`src/rtl/jk_seq_pkg.sv`:
```
// Shared types and the JK next-state rule for the JK command sequencer.
package jk_seq_pkg;

    typedef enum logic [1:0] {OP_HOLD = 2'b00, OP_CLR = 2'b01, OP_SET = 2'b10, OP_TOG = 2'b11} jk_op_t;

    typedef enum logic {IDLE = 1'b0, APPLY = 1'b1} seq_state_t;

    function automatic logic jk_next(input logic q, input jk_op_t op);
        case (op)
            OP_HOLD: jk_next = q;
            OP_CLR:  jk_next = 1'b0;
            OP_SET:  jk_next = 1'b1;
            default: jk_next = ~q;
        endcase
    endfunction

endpackage

```
`src/rtl/jk_cmd_fifo.sv`:
```
// Synchronous command FIFO with push/pop/flush and occupancy level.
module jk_cmd_fifo #(
    parameter int DEPTH = 4,
    parameter int DW    = 6,
    localparam int AW   = $clog2(DEPTH),
    localparam int LW   = $clog2(DEPTH) + 1
) (
    input  logic          clk,
    input  logic          reset,
    input  logic          flush,
    input  logic          push,
    input  logic [DW-1:0] wr_data,
    input  logic          pop,
    output logic [DW-1:0] rd_data,
    output logic          full,
    output logic          empty,
    output logic [LW-1:0] level
);

    logic [DW-1:0] mem [DEPTH];
    logic [AW-1:0] wr_ptr, rd_ptr;

    assign full    = (level == LW'(DEPTH));
    assign empty   = (level == '0);
    assign rd_data = mem[rd_ptr];

    always_ff @(posedge clk) begin
        if (push && !full && !flush)
            mem[wr_ptr] <= wr_data;
    end

    // Pointers wrap naturally because DEPTH is a power of two.
    always_ff @(posedge clk or negedge reset) begin
        if (!reset) begin
            wr_ptr <= '0;
            rd_ptr <= '0;
            level  <= '0;
        end else if (flush) begin
            wr_ptr <= '0;
            rd_ptr <= '0;
            level  <= '0;
        end else begin
            if (push && !full)
                wr_ptr <= wr_ptr + AW'(1);
            if (pop && !empty)
                rd_ptr <= rd_ptr + AW'(1);
            level <= level + LW'(push && !full) - LW'(pop && !empty);
        end
    end

endmodule

```
`src/rtl/jk_cmd_sequencer.sv`:
```
// Buffers JK commands and drives registered J/K for each command's repeat count; tracks predicted Q.
// Optional macro JK_SEQ_STATS_EN adds the saturating stat_toggles counter output.
module jk_cmd_sequencer
    import jk_seq_pkg::*;
#(
    parameter int DEPTH = 4,
    parameter int CW    = 4,
    localparam int LW   = $clog2(DEPTH) + 1
) (
    input  logic          clk,
    input  logic          reset,
    input  logic          flush,
    input  logic          cmd_valid,
    output logic          cmd_ready,
    input  logic [1:0]    cmd_op,
    input  logic [CW-1:0] cmd_count,
    output logic          J,
    output logic          K,
    output logic          busy,
    output logic          done,
    output logic          q_model,
    output logic [LW-1:0] level
`ifdef JK_SEQ_STATS_EN
    ,
    output logic [15:0]   stat_toggles
`endif
);

    localparam int DW = 2 + CW;

    seq_state_t    state;
    logic [CW-1:0] rem;
    logic [DW-1:0] rd_data;
    logic          full, empty, push, pop;
    logic [1:0]    rd_op;
    logic [CW-1:0] rd_cnt;

    assign cmd_ready = !full;
    assign push      = cmd_valid && !full && !flush;
    // Pop on the edge that starts a command: from IDLE, or on the last cycle of the current one.
    assign pop       = !flush && !empty && (state == IDLE || rem == '0);
    assign rd_op     = rd_data[DW-1 -: 2];
    assign rd_cnt    = rd_data[CW-1:0];

    jk_cmd_fifo #(.DEPTH(DEPTH), .DW(DW)) u_fifo (
        .clk     (clk),
        .reset   (reset),
        .flush   (flush),
        .push    (push),
        .wr_data ({cmd_op, cmd_count}),
        .pop     (pop),
        .rd_data (rd_data),
        .full    (full),
        .empty   (empty),
        .level   (level)
    );

    always_ff @(posedge clk or negedge reset) begin
        if (!reset) begin
            state   <= IDLE;
            rem     <= '0;
            J       <= 1'b0;
            K       <= 1'b0;
            busy    <= 1'b0;
            done    <= 1'b0;
            q_model <= 1'b0;
        end else begin
            // Q follows the J/K of the cycle ending at this edge, flush or not.
            q_model <= jk_next(q_model, jk_op_t'({J, K}));
            if (flush) begin
                state <= IDLE;
                rem   <= '0;
                J     <= 1'b0;
                K     <= 1'b0;
                busy  <= 1'b0;
                done  <= 1'b0;
            end else begin
                done <= 1'b0;
                case (state)
                    IDLE: begin
                        if (!empty) begin
                            {J, K} <= rd_op;
                            rem    <= rd_cnt - CW'(1);
                            state  <= APPLY;
                            busy   <= 1'b1;
                        end else begin
                            J <= 1'b0;
                            K <= 1'b0;
                        end
                    end
                    default: begin
                        if (rem != '0) begin
                            rem <= rem - CW'(1);
                        end else begin
                            done <= 1'b1;
                            if (!empty) begin
                                {J, K} <= rd_op;
                                rem    <= rd_cnt - CW'(1);
                            end else begin
                                J     <= 1'b0;
                                K     <= 1'b0;
                                state <= IDLE;
                                busy  <= 1'b0;
                            end
                        end
                    end
                endcase
            end
        end
    end

`ifdef JK_SEQ_STATS_EN
    always_ff @(posedge clk or negedge reset) begin
        if (!reset)
            stat_toggles <= '0;
        else if (J && K && stat_toggles != 16'hFFFF)
            stat_toggles <= stat_toggles + 16'd1;
    end
`endif

endmodule
```
`config.mk`:
```
export PLATFORM = sky130hd
export DESIGN_NAME = jk_cmd_sequencer
export DESIGN_NICKNAME = d
export VERILOG_FILES = /design/src/rtl/jk_seq_pkg.sv /design/src/rtl/jk_cmd_fifo.sv /design/src/rtl/jk_cmd_sequencer.sv
export SDC_FILE = /design/constraint.sdc
export NUM_CORES = 1
export LEC_CHECK = 0
export CORE_MARGIN = 5
export CORE_UTILIZATION = 46
export CTS_CLUSTER_DIAMETER = 80
export DETAILED_ROUTE_END_ITERATION = 12
export HOLD_SLACK_MARGIN = 0.15
export MAX_ROUTING_LAYER = met4
export PLACE_DENSITY = 0.66
export SLEW_MARGIN = 20
export SYNTH_ARGS = -nofsm -noshare
export SYNTH_HDL_FRONTEND = slang
export SYNTH_SLANG_ARGS = --single-unit
export TNS_END_PERCENT = 20
```
`constraint.sdc`:
```
create_clock -name clk -period 2.4 [get_ports clk]
set_clock_uncertainty 0.15 [all_clocks]
set_input_delay 0.48 -clock clk [delete_from_list [all_inputs] [get_ports clk]]
set_output_delay 0.48 -clock clk [all_outputs]
set_load 0.01 [all_outputs]
```
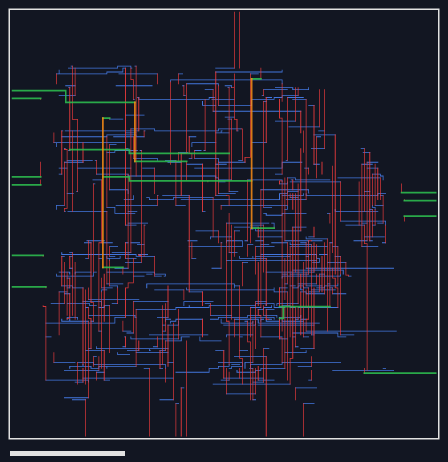
(images/wires.png)
The bar under the picture is 20 µm long.
metal 3: shown in green, wire length 163 µm. metal 1: shown in blue, wire length 1,430 µm. metal 2: shown in red, wire length 1,780 µm. metal 4: shown in orange, wire length 61.9 µm.

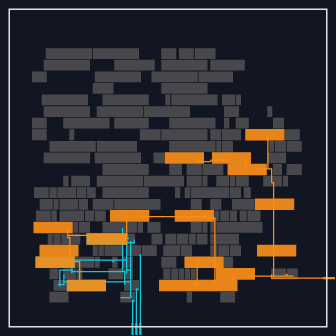
(images/io_fan.png)
level: shown in cyan, bits 3, direction output, end cells 3, buffers 3, wire 127 µm. reset: shown in orange, bits 1, direction input, end cells 17, buffers 2, wire 149 µm.
PortBufs: 18
Top Ports: 19

==> results.py <==
# Synthesis and PnR figures
metrics = {
    "logic_synthesis": {
        "synthTopLogicFamily": "simple AND/OR/NAND/NOR gates",
        "adder_share": 0.0767,
        "synthAoiAreaFrac": 0.0588,
        "ys_cells": 136,
        "synthSimpleGateAreaFrac": 0.0985,
        "top_cells_by_count": "edfxtp_1 (24), dfrtp_1 (17), nor2_1 (14)",
        "dominantRegCellSynth": "edfxtp_1",
        "synthArstFlopShare": 0.415,
    },
    "setup_path": {
        "cp_max_fo": 2,
        "critical-path-top-delay-family": "adder cells",
        "cp_num_buf_inv": 3,
        "crit_end": "u_fifo.level[2]",
        "path_cells": "inv_2, ha_4, nor3b_4, nor2_4, nor3_2, ha_1, inv_1, ha_1, inv_1, fa_2, xnor2_2, nor2_1",
    },
    "finish": {
        "flop_area_um2": 1150,
        "sh_seq_area": 0.487,
        "drive_above_1_share": 0.201,
        "logic_gates": 79,
        "area_growth_syn_to_layout_pct": 24.5,
        "regMostFlops": "u_fifo.mem",
        "logic_area_um2": 726,
        "bufAreaShareNonClock": 0.113,
        "inv_count": 12,
        "instances_no_fill": 219,
        "clk_share": 0.0467,
        "nNonClkBuffers": 29,
        "final_util": 0.589,
        "top_area_cell_class": "sequential cells",
    },
    "detailed_routing": {
        "wirelength_mm": 3.43,
        "route.met3.wl_um": 163,
        "drt_pass1_iterations": 4,
        "drtIter0Drc": 102,
    },
    "pwr": {
        "internal_power_uw": 1780,
        "power_frac_seq": 0.379,
        "power_density_nw_per_um2": 1140,
        "switchingPower_uw": 911,
        "combPwrFrac": 0.420,
        "netSwitchingFraction": 0.339,
        "powerClk_uw": 539,
    },
    "hold_path": {
        "hp-class": "flop to flop",
    },
    "clock_tree": {
        "cts_tree": "built",
        "cts_resized": 5,
        "cts_made_buffers": 5,
    },
    "global_routing": {
        "antenna_found_initial": 0,
        "top_usage_layer": "met2",
        "grt_max_degree": 18,
        "grt_pass1_vias": 1228,
        "overflow": 0,
    },
    "final_timing": {
        "slew_violations": 0,
        "rsz0062_at_grt": "true",
        "layout_setup_ws_ns": 0.0133,
        "hold_viol_final": 0,
    },
    "die": {
        "initial_core_util": 0.473,
        "die_w_um": 74.2,
        "nWellTaps": 50,
    },
    "place": {
        "routabilityCongestion": 0.827,
        "dp.cells": 210,
    },
    "run": {
        "cap_viol_max_count": 0,
    },
    "outcome": {
        "status": "finished clean",
    },
}
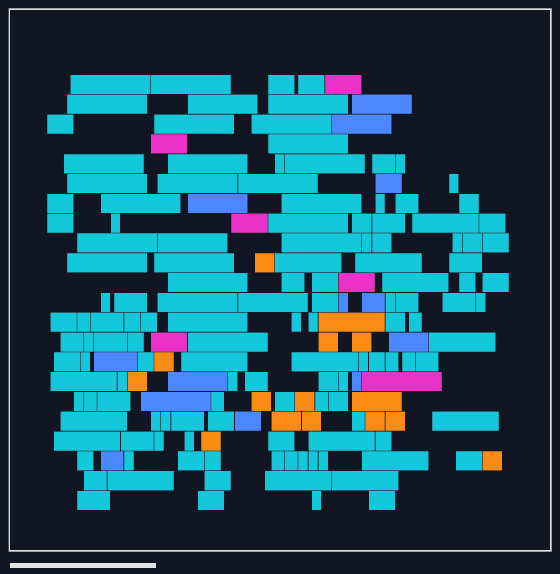
(images/sizes.png)
The bar under the picture is 20 µm long.
_2 cells: shown in blue, cells 13. _0 and _1 cells: shown in cyan, cells 135. _6 and larger: shown in magenta, cells 6. _3 and _4 cells: shown in orange, cells 15.

-- cells in the final DEF (no fill, tap or decap), types with 2 or more instances in the layout --
master	netlist	final
a211oi_1	3	3
a21oi_1	6	6
a22oi_1	2	2
and2_1	4	4
buf_4	0	11
clkbuf_8	0	5
clkdlybuf4s50_1	0	17
dfrtp_1	17	16
edfxtp_1	24	24
ha_1	10	9
inv_1	12	10
inv_2	0	2
mux2i_1	2	2
mux4_1	3	3
mux4_2	3	3
nand2_1	4	4
nor2_1	14	13
nor2b_1	3	3
nor3_1	3	2
nor3_2	1	2
or3b_2	2	2
xnor2_1	6	5
xor2_1	2	2
Power is estimated from default activity; no workload was simulated.
